==> images/clock_wires.png <==
The bar under the picture is 20 um long.
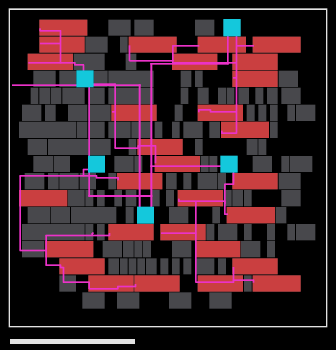
==> images/clock_nets.png <==
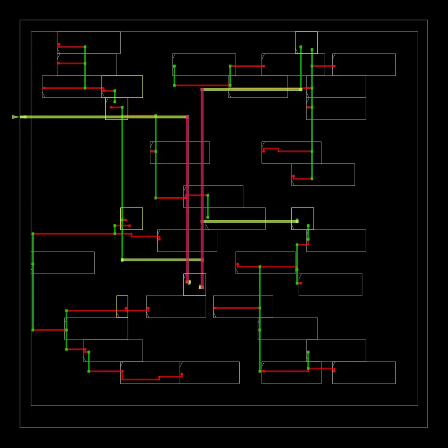
==> images/layers.png <==
The bar under the picture is 20 um long. Only two layers are drawn.
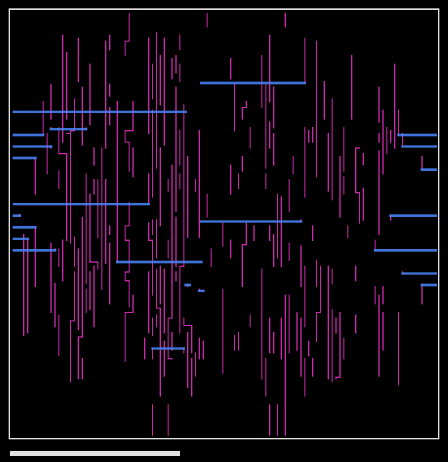
==> images/ff_map.png <==
The bar under the picture is 20 um long. Other cells in grey.
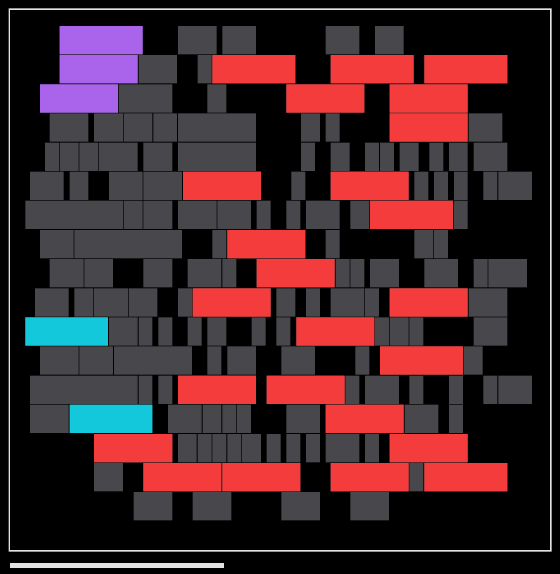
<file path="src/rtl/ff_delay_pipe.sv">
// Multi-stage delay pipeline: a WIDTH-bit payload and its valid bit travel through DEPTH
// register stages, with clock-enable stall, flush, occupancy count and optional valid-gated loads.
module ff_delay_pipe #(
  parameter int unsigned      WIDTH       = 8,
  parameter int unsigned      DEPTH       = 3,
  parameter logic [WIDTH-1:0] RESET_VALUE = '0,
  parameter bit               GATE_DATA   = 1'b0,
  parameter bit               ASSERT_EN   = 1'b1
) (
  input  logic                       CLK,
  input  logic                       RESET,
  input  logic                       CE,
  input  logic                       FLUSH,
  input  logic [WIDTH-1:0]           I,
  input  logic                       I_valid,
  output logic [WIDTH-1:0]           O,
  output logic                       O_valid,
  output logic [$clog2(DEPTH+1)-1:0] occupancy
);

  localparam int OCC_W = $clog2(DEPTH + 1);

  if (DEPTH == 0) begin : g_depth_check
    $error("ff_delay_pipe: DEPTH must be at least 1");
  end

  logic [WIDTH-1:0] data_q  [DEPTH];
  logic [WIDTH-1:0] data_d  [DEPTH];
  logic [WIDTH-1:0] data_in [DEPTH];
  logic [DEPTH-1:0] valid_in;
  logic [DEPTH-1:0] valid_q, valid_d;
  logic [OCC_W-1:0] occ_q, occ_d;
  logic             shift_en;

  assign shift_en = CE && !FLUSH;

  // Per-stage feed: stage 0 takes the input port, every later stage takes its predecessor.
  for (genvar gi = 0; gi < DEPTH; gi++) begin : g_stage
    if (gi == 0) begin : g_head
      assign data_in[gi]  = I;
      assign valid_in[gi] = I_valid;
    end else begin : g_body
      assign data_in[gi]  = data_q[gi-1];
      assign valid_in[gi] = valid_q[gi-1];
    end

    always_comb begin
      data_d[gi] = data_q[gi];
      if (shift_en && (!GATE_DATA || valid_in[gi])) begin
        data_d[gi] = data_in[gi];
      end
    end

    // Flush leaves payload untouched; only reset reloads it.
    always_ff @(posedge CLK) begin
      if (RESET) begin
        data_q[gi] <= RESET_VALUE;
      end else begin
        data_q[gi] <= data_d[gi];
      end
    end
  end

  always_comb begin
    valid_d = valid_q;
    occ_d   = occ_q;
    if (FLUSH) begin
      valid_d = '0;
      occ_d   = '0;
    end else if (CE) begin
      valid_d = valid_in;
      if (I_valid && !valid_q[DEPTH-1]) begin
        occ_d = occ_q + OCC_W'(1);
      end else if (!I_valid && valid_q[DEPTH-1]) begin
        occ_d = occ_q - OCC_W'(1);
      end
    end
  end

  always_ff @(posedge CLK) begin
    if (RESET) begin
      valid_q <= '0;
      occ_q   <= '0;
    end else begin
      valid_q <= valid_d;
      occ_q   <= occ_d;
    end
  end

  assign O         = data_q[DEPTH-1];
  assign O_valid   = valid_q[DEPTH-1];
  assign occupancy = occ_q;

`ifndef SYNTHESIS
  if (ASSERT_EN) begin : g_sva
    // Bit k set means the edge k+1 cycles ago was an enabled, unflushed, unreset shift.
    logic [DEPTH-1:0] en_hist_q;

    always_ff @(posedge CLK) begin
      if (RESET) begin
        en_hist_q <= '0;
      end else begin
        en_hist_q <= (en_hist_q << 1) | DEPTH'(shift_en);
      end
    end

    p1_occ_bound: assert property (@(posedge CLK) disable iff (RESET)
      32'(occupancy) <= DEPTH);

    p2_occ_popcount: assert property (@(posedge CLK) disable iff (RESET)
      32'(occupancy) == $countones(valid_q));

    p3_latency: assert property (@(posedge CLK) disable iff (RESET)
      (&en_hist_q && $past(I_valid, DEPTH)) |-> (O_valid && O == $past(I, DEPTH)));

    p4_stall_stable: assert property (@(posedge CLK) disable iff (RESET)
      (!CE && !FLUSH) |=> $stable({O, O_valid, occupancy}));
  end
`endif

endmodule

</file>
<file path="config.mk">
export PLATFORM = sky130hd
export DESIGN_NAME = ff_delay_pipe
export DESIGN_NICKNAME = d
export VERILOG_FILES = /design/src/rtl/ff_delay_pipe.sv
export SDC_FILE = /design/constraint.sdc
export NUM_CORES = 1
export LEC_CHECK = 0
export CORE_UTILIZATION = 49
export DETAILED_ROUTE_END_ITERATION = 10
export GPL_TIMING_DRIVEN = 1
export PLACE_DENSITY = 0.88
export SLEW_MARGIN = 20
export SYNTH_ARGS = -nofsm -noshare
export SYNTH_HDL_FRONTEND = slang
export SYNTH_SLANG_ARGS = --single-unit
</file>
<file path="constraint.sdc">
create_clock -name CLK -period 1.3 [get_ports CLK]
set_input_delay 0.26 -clock CLK [delete_from_list [all_inputs] [get_ports CLK]]
set_output_delay 0.26 -clock CLK [all_outputs]
set_load 0.005 [all_outputs]
</file>
==> impl_metrics.toml <==
# synthesis and place-and-route metrics
[critical_path]
cp_num_buf_inv = 1
critical_path_depth = 5
r2r_slack_ps = 60
crit_family = "AND-OR/OR-AND gates"
cp_slowest_cell = "dfxtp_2"
crit_path_start_kind = "flip-flop"
crit_chain = "inv_2 > ha_4 > xnor2_4 > a2111oi_4 > a31o_1"
timing.rr.end = "occupancy[1]$_SDFFE_PP0P_"
crit_required_ps = 1570
endpoint_kind = "flip-flop"
critPathArrivalTime_ps = 1500
crit_start = "valid_q[2]$_SDFFE_PP0P_"
timing.rr.start = "valid_q[2]$_SDFFE_PP0P_"
path_class = "flip-flop to flip-flop"
r2r_cells = 5
worstPathMaxFanout = 3
slowest_delay_ps = 350

[finish]
largest_register_ffs = 24
final_common_cell = "nand2_1"
num-nonclk-inverters = 2
stdcell_area_sq_um = 1520
stdcell_count = 186
layout.nets = 172
top_register = "data_q"
seq_share = 0.389
comb_share = 0.337
area_dominant_class = "flip-flops and latches"
buffer_area_frac = 0.210
diodes = 0
mostFrequentLayoutCells = "nand2_1 (48), dfxtp_1 (20), a21oi_1 (14)"
signal_buffers = 32
comb_cells = 88
drive_gt1_frac = 0.247
clk_share = 0.0362
area_growth_pct = 32.6
logic_area_sq_um = 513

[detailed_routing]
met2_length_mm = 1.07
drc = 0
dr.pass1.iters = 4
met3WireLength_um = 126
ant_nets = 0
wl_met1_um = 936
drt-initial-drc-count = 9
highest_layer = "met4"
via_per_inst = 5.01

[synthesis]
top_logic_kind = "simple AND/OR/NAND/NOR gates"
edf_count = 0
synth_cell_types = 18
synth_area_leader_cell = "dfxtp_1"
yosys_register_bits = 29
ys_sh_adder = 0.0109
ys_sh_mux = 0.0261
topCellsByArea = "dfxtp_1 (51%), nand2_1 (16%), a21oi_2 (7.6%)"
syn-instance-count = 129
ys_top_cells_by_count = "nand2_1 (48), dfxtp_1 (29), a21oi_1 (14)"
async_reset_ff_frac = 0
ys_cells = 129
yosys.cell_count.top_type = "nand2_1"
yosys_warnings = 0
aoi_share = 0.158
ys_seq_share = 0.505
avgSynthCellArea_sq_um = 8.90
simple_gate_share = 0.198
top_area_frac = 0.505
syn-cell-area_sq_um = 1150
fp_nets = 143
xor_area_frac = 0.0153

[timing]
hold-worst-slack_ps = 449
worst_slew_pin_slew_ps = 284
rsz0062_at_grt = "no"
finalCritPeriodShare = 0.952
drv_slew = 0
fin_tns_setup_ps = 0
period_needed_ps = 1240
fin_ws_ps = 62.6
setup_violations = 0
fmax_mhz = 808
hold_viol_final = 0

[clock_network]
clkSlewWorstSetupHoldPaths_ps = 90
htreeDepth = 2
cts.path.max_buffers = 2
post_cts_buffers = 2
hold_buffers = 0
post_cts_resized = 22
cts_tree = "done"
clockRootBuffer = "clkbuf_4"

[die]
die_area_sq_um = 2540
tapCellCount = 28
rows = 17
io_pins = 24
die_width_um = 50.4
initial_core_util = 0.519
core_area_sq_um = 2210
fp.dieH_um = 50.4

[grt]
use_met3 = 0.0970
antenna_found_initial = 0
grt_overflow_total = 0
grt_most_used_layer = "met2"
grt.met2_usage = 0.311
grt_pass1_wl_mm = 3.53
grtUsageMet1 = 0.207
grt_max_degree = 25
grt_pass1_vias = 825

[pwr]
finalPower_mw = 1.64
pwr_density_cell_nw_per_um2 = 1070
power_switching_uw = 377
seq_power_uw = 917
ir_drop_uv = 800
power_leakage_nw = 0.579
power_leader = "registers"
combinationalPowerShare = 0.112
swShare = 0.230
comb-power_uw = 183
p_int_mw = 1.26
seq_power_share = 0.561

[place]
place_hpwl_mm = 1.40
placedCellCount = 177
post-place-ws_ps = -347
gp_congestion = 0.738
placed_area_sq_um = 1410
port_buffers = 23

[run_status]
status = "finished, final reports clean"

[worst_hold_path]
hold_path_depth = 2
hold_start = "data_q[1][0]$_SDFFE_PP0P_"
hold_end = "data_q[2][0]$_SDFFE_PP0P_"
hold_path.class = "flip-flop to flip-flop"

[run]
maxCapViolCount = 0
log.warning_count = 26
## Picture notes: clock_wires.png
[clock-net drivers] cyan | count: 5
[clock wires] magenta | length: 344 um
[flip-flops] red | count: 29
flops lie	all over the die
routed clock nets	6
Clock Latency Late Sink: 320 ps
Clk. pwr: 535 uW
clock power share: 0.327

## Picture notes: clock_nets.png
clock skew: 8.91 ps
flop count: 29
Clock Sinks: 29
clock buffers: 7
CTS buffer count: 5

## Picture notes: layers.png
layer	colour	wire length
M3	blue	126 um
M2	magenta	1070 um
GRT Util Overall: 0.193
WL final: 2.18 mm
via count: 931

## Picture notes: ff_map.png
netlist name	colour	sequential cells
`data_q`	red	24
`occupancy`	cyan	2
`valid_q`	purple	3
Reg area: 592 sq um
post-layout util: 0.688

Power figures rest on the tool's default switching activity, not on a simulated workload.
